`src/rtl/uart_tx_framed.sv`:
```
// UART transmitter with a small word FIFO in front of the serialiser.
// Frame: start bit, DATA_BITS payload bits LSB first, optional parity bit,
// then STOP_BITS stop bits. Queued words go out back-to-back.
module uart_tx_framed #(
   parameter int CLK_HZ     = 25_000_000,
   parameter int BAUD_RATE  = 9600,
   parameter int DATA_BITS  = 9,
   parameter int PARITY     = 0,
   parameter int STOP_BITS  = 1,
   parameter int FIFO_DEPTH = 4
) (
   input  logic                        clock,
   input  logic                        reset,
   input  logic                        send,
   input  logic [DATA_BITS-1:0]        data,
   output logic                        tx,
   output logic                        ready,
   output logic                        busy,
   output logic                        overflow,
   output logic [$clog2(FIFO_DEPTH):0] fifo_count
);

   localparam int DIV = CLK_HZ / BAUD_RATE;
   localparam int CW  = (DIV > 1) ? $clog2(DIV) : 1;
   localparam int IW  = (DATA_BITS > 1) ? $clog2(DATA_BITS) : 1;
   localparam int PW  = (FIFO_DEPTH > 1) ? $clog2(FIFO_DEPTH) : 1;
   localparam int FW  = $clog2(FIFO_DEPTH) + 1;

   localparam logic [2:0] S_IDLE   = 3'd0;
   localparam logic [2:0] S_START  = 3'd1;
   localparam logic [2:0] S_DATA   = 3'd2;
   localparam logic [2:0] S_PARITY = 3'd3;
   localparam logic [2:0] S_STOP   = 3'd4;

   localparam logic [CW-1:0] BIT_LAST   = CW'(DIV - 1);
   localparam logic [IW-1:0] IDX_LAST   = IW'(DATA_BITS - 1);
   localparam logic          STOP_LAST  = (STOP_BITS == 2);
   localparam logic [FW-1:0] FULL_COUNT = FW'(FIFO_DEPTH);

   // Serialiser state
   logic [2:0]           state_reg;
   logic [CW-1:0]        cnt_reg;
   logic [IW-1:0]        idx_reg;
   logic                 stop_reg;
   logic [DATA_BITS-1:0] shift_reg;
   logic                 parity_reg;
   logic                 tx_reg;

   // FIFO state
   logic [DATA_BITS-1:0] fifo_mem [FIFO_DEPTH];
   logic [PW-1:0]        wr_ptr_reg;
   logic [PW-1:0]        rd_ptr_reg;
   logic [FW-1:0]        count_reg;
   logic [FW-1:0]        count_next;
   logic                 overflow_reg;

   logic                 fifo_empty;
   logic                 push;
   logic                 pop;
   logic                 bit_end;
   logic                 stop_end;
   logic [DATA_BITS-1:0] head;
   logic                 head_parity;

   // Full/empty come from the registered count only, so a pop on the same
   // edge never opens room for a push into a full FIFO.
   assign fifo_empty = (count_reg == '0);
   assign ready      = (count_reg < FULL_COUNT);
   assign push       = send & ready;
   assign bit_end    = (cnt_reg == BIT_LAST);
   assign stop_end   = bit_end & (stop_reg == STOP_LAST);
   assign pop        = ~fifo_empty &
                       ((state_reg == S_IDLE) | ((state_reg == S_STOP) & stop_end));
   assign head        = fifo_mem[rd_ptr_reg];
   assign head_parity = (PARITY == 2) ? ~(^head) : ^head;

   assign tx         = tx_reg;
   assign busy       = (state_reg != S_IDLE) | ~fifo_empty;
   assign overflow   = overflow_reg;
   assign fifo_count = count_reg;

   // Occupancy update: push and pop on the same edge cancel out
   always_comb begin
      count_next = count_reg;
      case ({push, pop})
         2'b10:   count_next = count_reg + FW'(1);
         2'b01:   count_next = count_reg - FW'(1);
         default: count_next = count_reg;
      endcase
   end

   // Word storage; contents need no reset because the count gates every read
   always_ff @(posedge clock) begin
      if (push) begin
         fifo_mem[wr_ptr_reg] <= data;
      end
   end

   // FIFO pointers, occupancy and the one-cycle overflow flag
   always_ff @(posedge clock) begin
      if (reset) begin
         wr_ptr_reg   <= '0;
         rd_ptr_reg   <= '0;
         count_reg    <= '0;
         overflow_reg <= 1'b0;
      end else begin
         if (push) begin
            wr_ptr_reg <= wr_ptr_reg + PW'(1);
         end
         if (pop) begin
            rd_ptr_reg <= rd_ptr_reg + PW'(1);
         end
         count_reg    <= count_next;
         overflow_reg <= send & ~ready;
      end
   end

   // Frame sequencer: tx is registered and changes on the edge a phase begins
   always_ff @(posedge clock) begin
      if (reset) begin
         state_reg  <= S_IDLE;
         cnt_reg    <= '0;
         idx_reg    <= '0;
         stop_reg   <= 1'b0;
         shift_reg  <= '0;
         parity_reg <= 1'b0;
         tx_reg     <= 1'b1;
      end else begin
         case (state_reg)
            S_IDLE: begin
               cnt_reg <= '0;
               tx_reg  <= 1'b1;
               if (pop) begin
                  shift_reg  <= head;
                  parity_reg <= head_parity;
                  idx_reg    <= '0;
                  state_reg  <= S_START;
                  tx_reg     <= 1'b0;
               end
            end
            S_START: begin
               if (bit_end) begin
                  cnt_reg   <= '0;
                  idx_reg   <= '0;
                  state_reg <= S_DATA;
                  tx_reg    <= shift_reg[0];
               end else begin
                  cnt_reg <= cnt_reg + CW'(1);
               end
            end
            S_DATA: begin
               if (bit_end) begin
                  cnt_reg   <= '0;
                  shift_reg <= shift_reg >> 1;
                  if (idx_reg == IDX_LAST) begin
                     idx_reg <= '0;
                     if (PARITY != 0) begin
                        state_reg <= S_PARITY;
                        tx_reg    <= parity_reg;
                     end else begin
                        state_reg <= S_STOP;
                        stop_reg  <= 1'b0;
                        tx_reg    <= 1'b1;
                     end
                  end else begin
                     idx_reg <= idx_reg + IW'(1);
                     tx_reg  <= shift_reg[1];
                  end
               end else begin
                  cnt_reg <= cnt_reg + CW'(1);
               end
            end
            S_PARITY: begin
               if (bit_end) begin
                  cnt_reg   <= '0;
                  stop_reg  <= 1'b0;
                  state_reg <= S_STOP;
                  tx_reg    <= 1'b1;
               end else begin
                  cnt_reg <= cnt_reg + CW'(1);
               end
            end
            S_STOP: begin
               if (bit_end) begin
                  cnt_reg <= '0;
                  if (stop_end) begin
                     stop_reg <= 1'b0;
                     if (pop) begin
                        // Next word starts immediately, no idle gap
                        shift_reg  <= head;
                        parity_reg <= head_parity;
                        idx_reg    <= '0;
                        state_reg  <= S_START;
                        tx_reg     <= 1'b0;
                     end else begin
                        state_reg <= S_IDLE;
                        tx_reg    <= 1'b1;
                     end
                  end else begin
                     stop_reg <= stop_reg + 1'b1;
                  end
               end else begin
                  cnt_reg <= cnt_reg + CW'(1);
               end
            end
            default: begin
               state_reg <= S_IDLE;
               cnt_reg   <= '0;
               tx_reg    <= 1'b1;
            end
         endcase
      end
   end

endmodule
```
`config.mk`:
```
export PLATFORM = sky130hd
export DESIGN_NAME = uart_tx_framed
export DESIGN_NICKNAME = d
export VERILOG_FILES = /design/src/rtl/uart_tx_framed.sv
export SDC_FILE = /design/constraint.sdc
export NUM_CORES = 1
export LEC_CHECK = 0
export CAP_MARGIN = 5
export CORE_ASPECT_RATIO = 1.1
export CORE_MARGIN = 4
export CORE_UTILIZATION = 61
export DETAILED_ROUTE_END_ITERATION = 7
export PLACE_DENSITY_LB_ADDON = 0.08
export SYNTH_ARGS = -nofsm -noshare
export SYNTH_HDL_FRONTEND = slang
export SYNTH_SLANG_ARGS = --single-unit
```
`constraint.sdc`:
```
create_clock -name clock -period 4.05 [get_ports clock]
set_input_delay 1.215 -clock clock [delete_from_list [all_inputs] [get_ports clock]]
set_output_delay 1.215 -clock clock [all_outputs]
set_load 0.02 [all_outputs]
```
==> deck_impl_summary.md, run 1 <==
Implementation Results

Detailed routing
  – Post-DR vias/cell: 5.51
  – # DRC: 0
  – Routed Antenna Nets: 0

Min path
  – HP Class: reg -> reg
  – Min-delay src: cnt_reg[0]

Worst setup path
  – Cells along the critical path: ha_1 -> and4bb_1 -> nand3_4 -> o31a_1 -> nand2b_1 -> inv_1 -> ha_1 -> inv_1 -> fa_1 -> xor2_1 -> or3_1 -> a21oi_1
  – Worst path required time: approximately 4300 ps
  – Worst setup SP type: flop

Layout
  – Most frequent cells in the layout: dfxtp_1 (40), nor2_1 (37), edfxtp_1 (36)
  – Area Growth Syn to Fin: 13.5%
  – Most numerous logic cell after layout: dfxtp_1

Run
  – Max-Cap Viols: 0

Power
  – PwrDens: 622 mW/mm^2
  – Tot Pwr: 2.32 mW

Clock tree
  – Cts bufs inserted: 9
  – Post_cts resized: 0
  – Num Clock Sinks: 76
  – Htree depth: 3
  – Clock Root Buffer: clkbuf_8
  – Clk slew on worst S/H paths: 70 ps
  – Maximum clock path buffer count: 2

Synth
  – Synthesized area: between 0.003 and 0.004 sq mm
  – Main area contributors: edfxtp_1 (33%), dfxtp_1 (24%), mux4_2 (6.2%), nor2_1 (4.2%), ha_1 (3.0%)
  – Cell variety after synth: about 45
  – Flip-flops with a built-in enable: 36
  – Synth warn: 0
  – Post-synthesis sequential area ratio: 57.2%
  – Avg Cell Area, Syn: around 12 sq um

Final timing
  – Fmax achieved: 330 MHz
  – Slew of the pin with the lowest slew margin: 699 ps

Floorplan
  – I/O pin cnt: 19
  – FP Util: 64.5%

Global routing
  – Grt met2 use: 27.8%

Status
  – Status: finished clean
==> run 1: metal layers <==
layer / vias up / part of all wire (%)
met5: - / 0
met4: 0 / 2.6
met3: 16 / 4.1
met2: 40 / 45
met1: 962 / 48
li1: 1011 / -
==> run 1: how the worst max path moves through the flow <==
| stage | end | slack [ps] |
|---|---|---|
| floorplan | fifo_count[2] | 1280 |
| detailed placement | fifo_count[2] | 740 |
| global placement | fifo_count[2] | 840 |
| global route | fifo_count[2] | 840 |
| finish | fifo_count[2] | 1020 |
| CTS | fifo_count[2] | 1040 |
==> run 1: per-stage QoR <==
step	area (sq um)	instances	worst slack [ps]
3_5_place_dp	3520	352	743
3_3_place_gp	3520	352	838
2_1_floorplan	3290	273	1280
6_report	3740	368	1020
5_1_grt	3740	368	843
4_1_cts	3740	368	1040
==> run 1: worst max-delay path: cells and delay by family (launching register included) <==
kind                       cells  cell delay (ps)
AOI/OAI and AO/OA              2              480
xor gates and xnor gates       1              160
adders and majority gates      3              780
buffers and inverters          2              190
DFF                            1              380
and+or+nand+nor                4              950
==> run 1: layout make-up <==
type,count,area [sq um]
clock buffer,9,124
clock inverter,7,91.3
fill,356,1370
inverter,13,48.8
multi-input combinational,171,1310
sequential,76,1880
tap,72,90.1
timing repair buffer,20,195
==> run 1: logic make-up after synthesis <==
family,after synthesis,share of synthesized area [%]
buffers and inverters,26,3.31
AOI/OAI and AO/OA,36,7.95
adders and majority gates,9,3.65
xor gates and xnor gates,15,3.99
muxes,19,9.20
DFF,76,57.2
and+or+nand+nor,92,14.7
==> run 1: synth_stat cells, types with 2 or more instances <==
cell / number
and3_1: 10
nor3b_1: 3
a211oi_1: 6
buf_2: 3
nor2_1: 37
edfxtp_1: 36
a211oi_2: 2
inv_1: 13
o31a_1: 2
nor3_1: 2
or3_1: 2
or2_2: 2
o21ai_0: 4
mux4_2: 9
a21oi_1: 12
o2111ai_1: 2
dfxtp_1: 40
xnor2_1: 7
nand2_1: 14
and2_1: 4
nor2b_1: 2
nand3_1: 5
a31oi_1: 2
xor2_1: 8
clkbuf_1: 9
ha_1: 8
nand2b_1: 2
mux2i_1: 10
==> run 1: where the power goes <==
part | internal [mW] | total, mW | switching [mW] | leakage [nW]
clock | 0.344 | 0.616 | 0.271 | 0.109
sequential | 0.931 | 1.03 | 0.101 | 0.656
combinational | 0.319 | 0.677 | 0.359 | 0.555
Run 1, M3 wires:
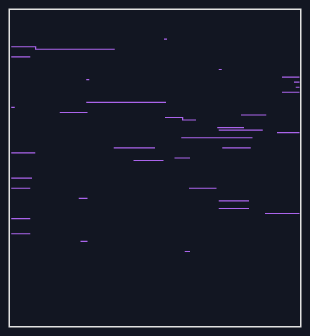
main direction: horizontal
share of all routed wire: 4.1%
longest straight run: 21.2 microns
nets with wire on the layer: 22
wire length on this layer: 224 microns
DR vias: 2,029
met3 Usage GRT: 4.03%
Detailed Route WL: 5490 microns

Run 1, wiring heat map:
The die is cut into 16 by 17 equal tiles; black is low, pale yellow is high, scaled to the fullest tile. Values are wire area over tile area, all layers added.
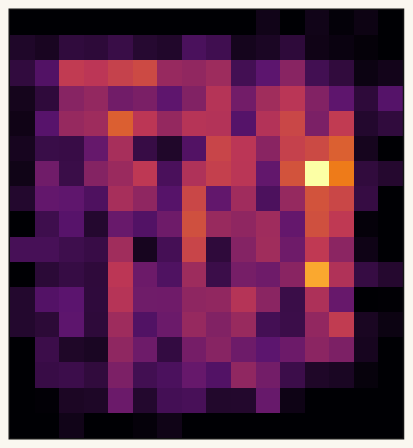
tiles over half the peak: 9.2%
fullest tile: 0.57
nearly empty tiles: 18%
Routed WL per cell: 14.9 microns
GRT Resource Usage Total: 17.9%

Run 1, cell outlines without signal wires:
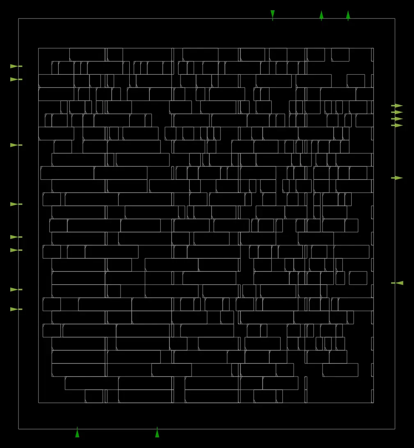
row cnt: 27
Non-Filler Instances: 368
final core utilization: 73.2%

Run 1, port wiring:
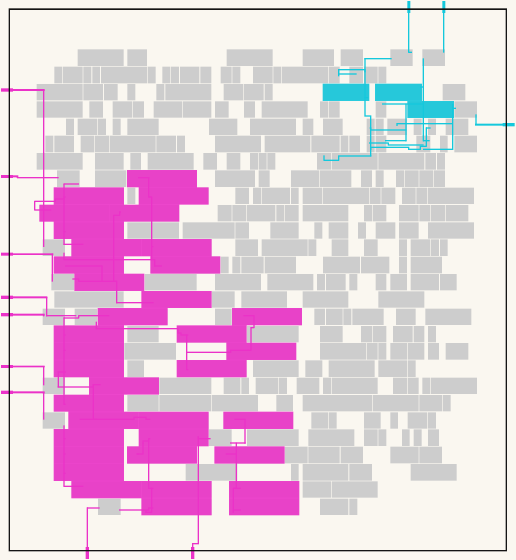
[magenta] data | bits: 9 | direction: input | end cells: 36 | buffers: 9 | wire: 354 microns
[cyan] fifo_count | bits: 3 | direction: output | end cells: 3 | buffers: 3 | wire: 136 microns

==> run 1 -> run 2 <==
Settings changed: CORE_UTILIZATION 61 to 53.
Clock period 4.05 ns to 2.4 ns, I/O delays scaled along.
Run 2, cell outlines without signal wires:
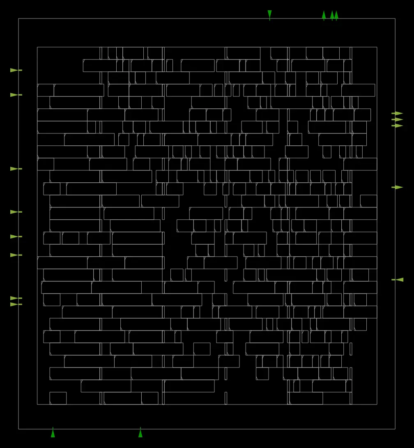
final core utilization: 67.4%
registers: 76
Non-Filler Instances: 401
fraction of area in registers: 47.3%

Run 2, wiring heat map:
The die is cut into 17 by 18 equal tiles; black is low, pale yellow is high, scaled to the fullest tile. Values are wire area over tile area, all layers added.
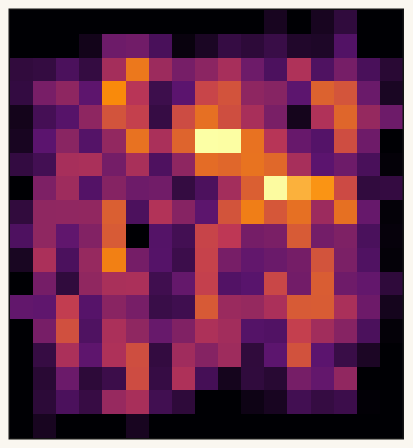
fullest tile: 0.41
tiles over half the peak: 17%
nearly empty tiles: 18%
mean over tiles: 0.12
Detailed Route WL: 5660 microns
GRT Resource Usage Total: 16.6%
Routed WL per cell: 14.1 microns
DR vias: 2,109

==> run 2 against run 1 <==
  * The flow now finishes with violations (negative setup slack)
  * Register-to-register slack worse by 1100 ps
  * Utilization down 5.8 points
  * Sequential cell count did not move
  * Fmax grew 25%
  * Hold slack better by 29 ps
  * Critical path type unchanged
  * Largest power group unchanged
==> deck_impl_summary.md, run 2 <==
Implementation Results

Worst setup path
  – Cells along the critical path: ha_4 -> and4bb_2 -> nand3_4 -> o31a_1 -> nand2b_4 -> inv_4 -> ha_4 -> inv_2 -> fa_2 -> xor2_1 -> or3_1 -> a21oi_1
  – Worst setup SP type: flop
  – Worst path required time: between 2000 and 3000 ps

Detailed routing
  – # DRC: 0
  – Post-Route M1 WL: 2680 microns
  – Met2 wire length: approximately 2700 microns
  – Top layer in use: met4
  – Met3 wire len: between 150 and 200 microns

Place
  – Placed Area: 0.00377 sq mm
  – Worst slack, placed: -121 ps
  – DP Cell Count: 383

Final timing
  – Count of final setup violators: 1
  – Setup slack after layout: -29.6 ps
  – Slew of the pin with the lowest slew margin: 523 ps

Clock tree
  – Num Clock Sinks: ~76
  – Clk slew on worst S/H paths: 80 ps
  – Htree depth: 3
  – Maximum clock path buffer count: 2
  – Clock Root Buffer: clkbuf_8

Synth
  – Flip-flops with a built-in enable: 36
  – Avg Cell Area, Syn: 12.1 sq um
  – Synth Area in Simple Gates: 14.7%
  – List of most frequent post-synthesis cells: dfxtp_1 (40), nor2_1 (37), edfxtp_1 (36), nand2_1 (14), inv_1 (13)
  – Synth warn: 0
  – Main logic family after synthesis: simple AND/OR/NAND/NOR gates
  – Synthesized area: 0.00329 sq mm
  – Multiplexer share: 9.20%
  – Cell variety after synth: 45
  – Main area contributors: edfxtp_1 (33%), dfxtp_1 (24%), mux4_2 (6.2%), nor2_1 (4.2%), ha_1 (3.0%)
  – Post-synthesis sequential area ratio: 57.2%

Run
  – Max-Cap Viols: 0

Power
  – Switching Power: around 1.3 mW
  – Tot Pwr: 4.04 mW
  – Sequential share of power: 42.1%
  – Pint: 2.76 mW
  – PwrDens: around 1000 mW/mm^2

Floorplan
  – Row cnt: 29
  – FP Util: 55.6%
  – I/O pin cnt: 19

Layout
  – Post-layout instance area: around 0.0040 sq mm
  – Area Growth Syn to Fin: 21.1%
  – Most frequent cells in the layout: dfxtp_1 (38), nor2_1 (37), edfxtp_1 (36)
  – FILL cells: 440

Status
  – Status: finished with violations
  – Failing checks: negative setup slack

Min path
  – HP Class: reg -> reg
-- run 2: cell counts after synthesis --
No cell type changed its count.
-- run 2: worst paths after layout --
path / start / to / slack [ps] / cells after the start
worst max-delay path: cnt_reg[1] / fifo_count[2] / -30 / 12
worst min-delay path: shift_reg[6] / shift_reg[6] / 500 / 2
worst max register to register: cnt_reg[1] / fifo_count[2] / -30 / 12
worst min register to register: shift_reg[6] / shift_reg[6] / 500 / 2
-- run 2: cell type report --
cell class | count | area (sq um) | area share (%)
sequential | 76 | 1880 | 47.3
multi-input combinational | 171 | 1350 | 33.8
timing repair buffer | 48 | 417 | 10.5
clock buffer | 9 | 124 | 3.11
tap | 77 | 96.3 | 2.42
clock inverter | 7 | 67.6 | 1.69
inverter | 13 | 51.3 | 1.29
-- run 2: timing repair --
| item | in CTS | in global routing |
|---|---|---|
| endpoints found under the setup margin | 2 | 1 |
| cloned | 0 | 0 |
| gates resized | 2 | 1 |
| hold buffers | 0 | 0 |
| setup buffers | 2 | 0 |
| pin swaps | 1 | 0 |
-- run 2: cell families after synthesis --
logic type / Yosys count
adder cells (fa/ha/maj): 9
buffers and inverters: 26
flip-flops: 76
multiplexers: 19
XOR/XNOR: 15
AND-OR/OR-AND: 36
AND/OR/NAND/NOR: 92
-- run 2: power groups by stage --
stage               Clock, mW  Sequential, mW  Combinational, mW
finish                  0.930            1.70               1.41
global route             1.02            1.73               1.55
CTS                     0.965            1.71               1.43
detailed placement          0            1.73               1.41
global placement            0            1.72               1.39
floorplan                   0            1.72              0.987
-- run 2: layer usage --
| metal | vias to the layer above | global-route usage (%) |
|---|---|---|
| li1 | 1076 | - |
| met5 | - | 0 |
| met2 | 26 | 26.4 |
| met1 | 996 | 20.9 |
| met3 | 11 | 3.92 |
| met4 | 0 | 8.99 |
-- run 2: worst max-delay path: cells and delay by family (launching register included) --
| family | cells | cell delay (ps) |
|---|---|---|
| flops | 1 | 360 |
| fa+ha+maj | 3 | 570 |
| buf+inv | 2 | 100 |
| xor+xnor | 1 | 150 |
| simple gates | 4 | 790 |
| compound gates | 2 | 380 |
==> run 2 -> run 3 <==
Settings changed: CORE_UTILIZATION 53 to 61.
Clock period 2.4 ns to 2.9 ns, I/O delays scaled along.
Run 3, port wiring:
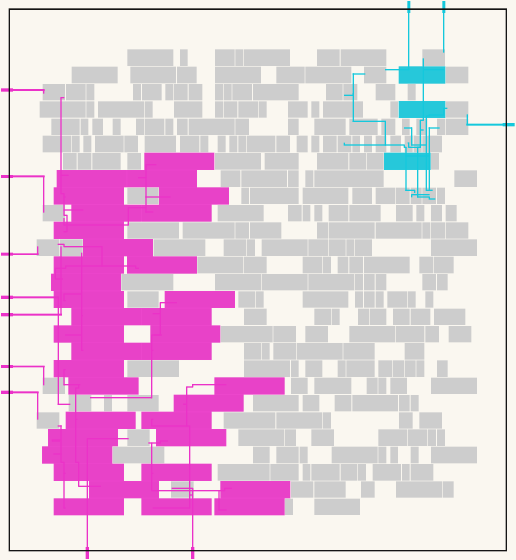
[cyan] fifo_count | bits: 3 | direction: output | end cells: 3 | buffers: 3 | wire: 139 microns
[magenta] data | bits: 9 | direction: input | end cells: 36 | buffers: 9 | wire: 367 microns
I/O pin cnt: 19
port bufs: 18

Run 3, register map, names as in the netlist:
Other sequential cells in the stronger grey, the rest of the logic in the fainter grey.
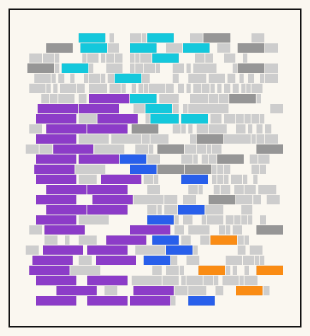
[blue] shift_reg | sequential cells: 9
[cyan] cnt_reg | sequential cells: 12 | where: north
[purple] fifo_mem | sequential cells: 36
[orange] idx_reg | sequential cells: 4 | where: south-east
not coloured: 15

==> run 3 against run 2 <==
  * The run now ends clean
  * Fmax decreased by 12%
  * Via count is 2.0% lower
  * Sequential cell count did not move
  * Power decreased by 21%
  * First-iteration DRC count increased by 78%
  * Synthesized area did not move
  * Worst setup slack gained 180 ps
  * Synthesized cell count did not move
  * Non-clock buffer count shrank 23
  * Combinational power decreased by about 30%
  * Sequential power fell by 15%
  * Largest power group unchanged
  * Highest routed layer unchanged
==> deck_impl_summary.md, run 3 <==
Implementation Results

Layout
  – Most numerous logic cell after layout: dfxtp_1
  – Area Growth Syn to Fin: 14.0%
  – Post-layout instance area: 0.00375 sq mm
  – Final core utilization: 73.6%
  – Most frequent cells in the layout: dfxtp_1 (39), nor2_1 (37), edfxtp_1 (36)
  – Flop area: about 0.0019 sq mm
  – FILL cells: 327
  – Logic cell area: 0.00132 sq mm
  – Non-Filler Instances: 373

Synth
  – Top-count cell post-synth: dfxtp_1
  – Cell variety after synth: 45
  – List of most frequent post-synthesis cells: dfxtp_1 (40), nor2_1 (37), edfxtp_1 (36), nand2_1 (14), inv_1 (13)
  – Synthesized area: 0.00329 sq mm
  – Post-synthesis sequential area ratio: 57.2%
  – Flip-flops with a built-in enable: 36
  – Main area contributors: edfxtp_1 (33%), dfxtp_1 (24%), mux4_2 (6.2%), nor2_1 (4.2%), ha_1 (3.0%)
  – Avg Cell Area, Syn: 12.1 sq um

Place
  – DP Cell Count: around 360
  – Placed Area: roughly 0.0036 sq mm

Final timing
  – Slew of the pin with the lowest slew margin: between 600 and 700 ps
  – Count of final setup violators: 0
  – Fmax achieved: 364 MHz

Detailed routing
  – Routed Antenna Nets: 0
  – Routed WL per cell: 15.0 microns
  – Post-DR vias/cell: 5.54
  – Post-Route M1 WL: 2490 microns
  – DR vias: ~2,100
  – Top layer in use: met4
  – Detailed Route WL: 5590 microns
  – # DRC: 0
  – Met3 wire len: ~210 microns

Worst setup path
  – Worst setup SP type: flop
  – Worst path required time: 3180 ps

Floorplan
  – FP Util: 64.5%
  – Row cnt: 27
  – Core Area: a little over 0.005 sq mm

Clock tree
  – Maximum clock path buffer count: 2
  – Clk slew on worst S/H paths: 80 ps
  – Clock Root Buffer: clkbuf_8
  – Cts bufs inserted: 9
  – CTS tree: done
  – Postcts setup bufs: 0

Power
  – PwrDens: 851 mW/mm^2

Status
  – Status: finished clean

Min path
  – HP Class: reg -> reg

Global routing
  – Number of global-route vias before repair: slightly above 2,000
  – GRT Resource Usage Total: 18.8%
run 3: cell counts after synthesis:
No cell type changed its count.
run 3: what timing repair did:
item                                   in CTS  in global routing
setup endpoints to repair                   0                  1
endpoints found under the hold margin       0                  0
gates resized                               0                  5
run 3: logic make-up after synthesis:
group	synth area share [%]
buffers and inverters	3.31
multiplexers	9.20
flip-flops	57.2
AND-OR/OR-AND	7.95
AND/OR/NAND/NOR	14.7
adder cells (fa/ha/maj)	3.65
XOR/XNOR	3.99
run 3: cell type report:
class | instances | area share [%]
clock inverter | 6 | 1.47
timing repair buffer | 25 | 6.20
sequential | 76 | 50.2
multi-input combinational | 171 | 35.0
clock buffer | 10 | 3.40
tap | 72 | 2.40
inverter | 13 | 1.30
run 3: stage by stage:
step / setup slack, ps / power (mW) / hold WS (ps)
after floorplan: 178 / 2.19 / 426
after global placement: 191 / 2.41 / 443
after detailed placement: 54.7 / 2.44 / 449
after CTS: 4.91 / 3.20 / 466
after global routing: 13.6 / 3.40 / 459
final: 150 / 3.19 / 434
run 3: critical path: stages (launching register included):
cell and delay [ps]:
dfxtp_2 360, ha_2 210, and4bb_2 290, nand3_4 80
o31a_1 260, nand2b_4 160, inv_2 90, ha_1 180
inv_1 70, fa_1 390, xor2_1 160, or3_1 300
a21oi_1 130
run 3: routing by layer:
layer / vias to the layer above / GRT usage, %
li1: 1021 / -
met1: 991 / 23.9
met2: 44 / 30.9
met3: 11 / 4.14
met4: 0 / 8.59
met5: - / 0
run 3: where the power goes:
group | internal, mW | switching [mW] | total [mW]
Sequential | 1.30 | 0.143 | 1.44
Clock | 0.389 | 0.370 | 0.758
Combinational | 0.476 | 0.514 | 0.991
Total | 2.17 | 1.03 | 3.19
run 3: path summary, 6_finish.rpt:
check / start / slack (ps) / to / cells past startpoint
worst max register to register: cnt_reg[0] / 150 / fifo_count[2] / 12
worst min register to register: cnt_reg[0] / 430 / cnt_reg[0] / 1
worst max-delay path: cnt_reg[0] / 150 / fifo_count[2] / 12
worst min-delay path: cnt_reg[0] / 430 / cnt_reg[0] / 1
No activity file was given, so power comes from the tool's default toggle rates.
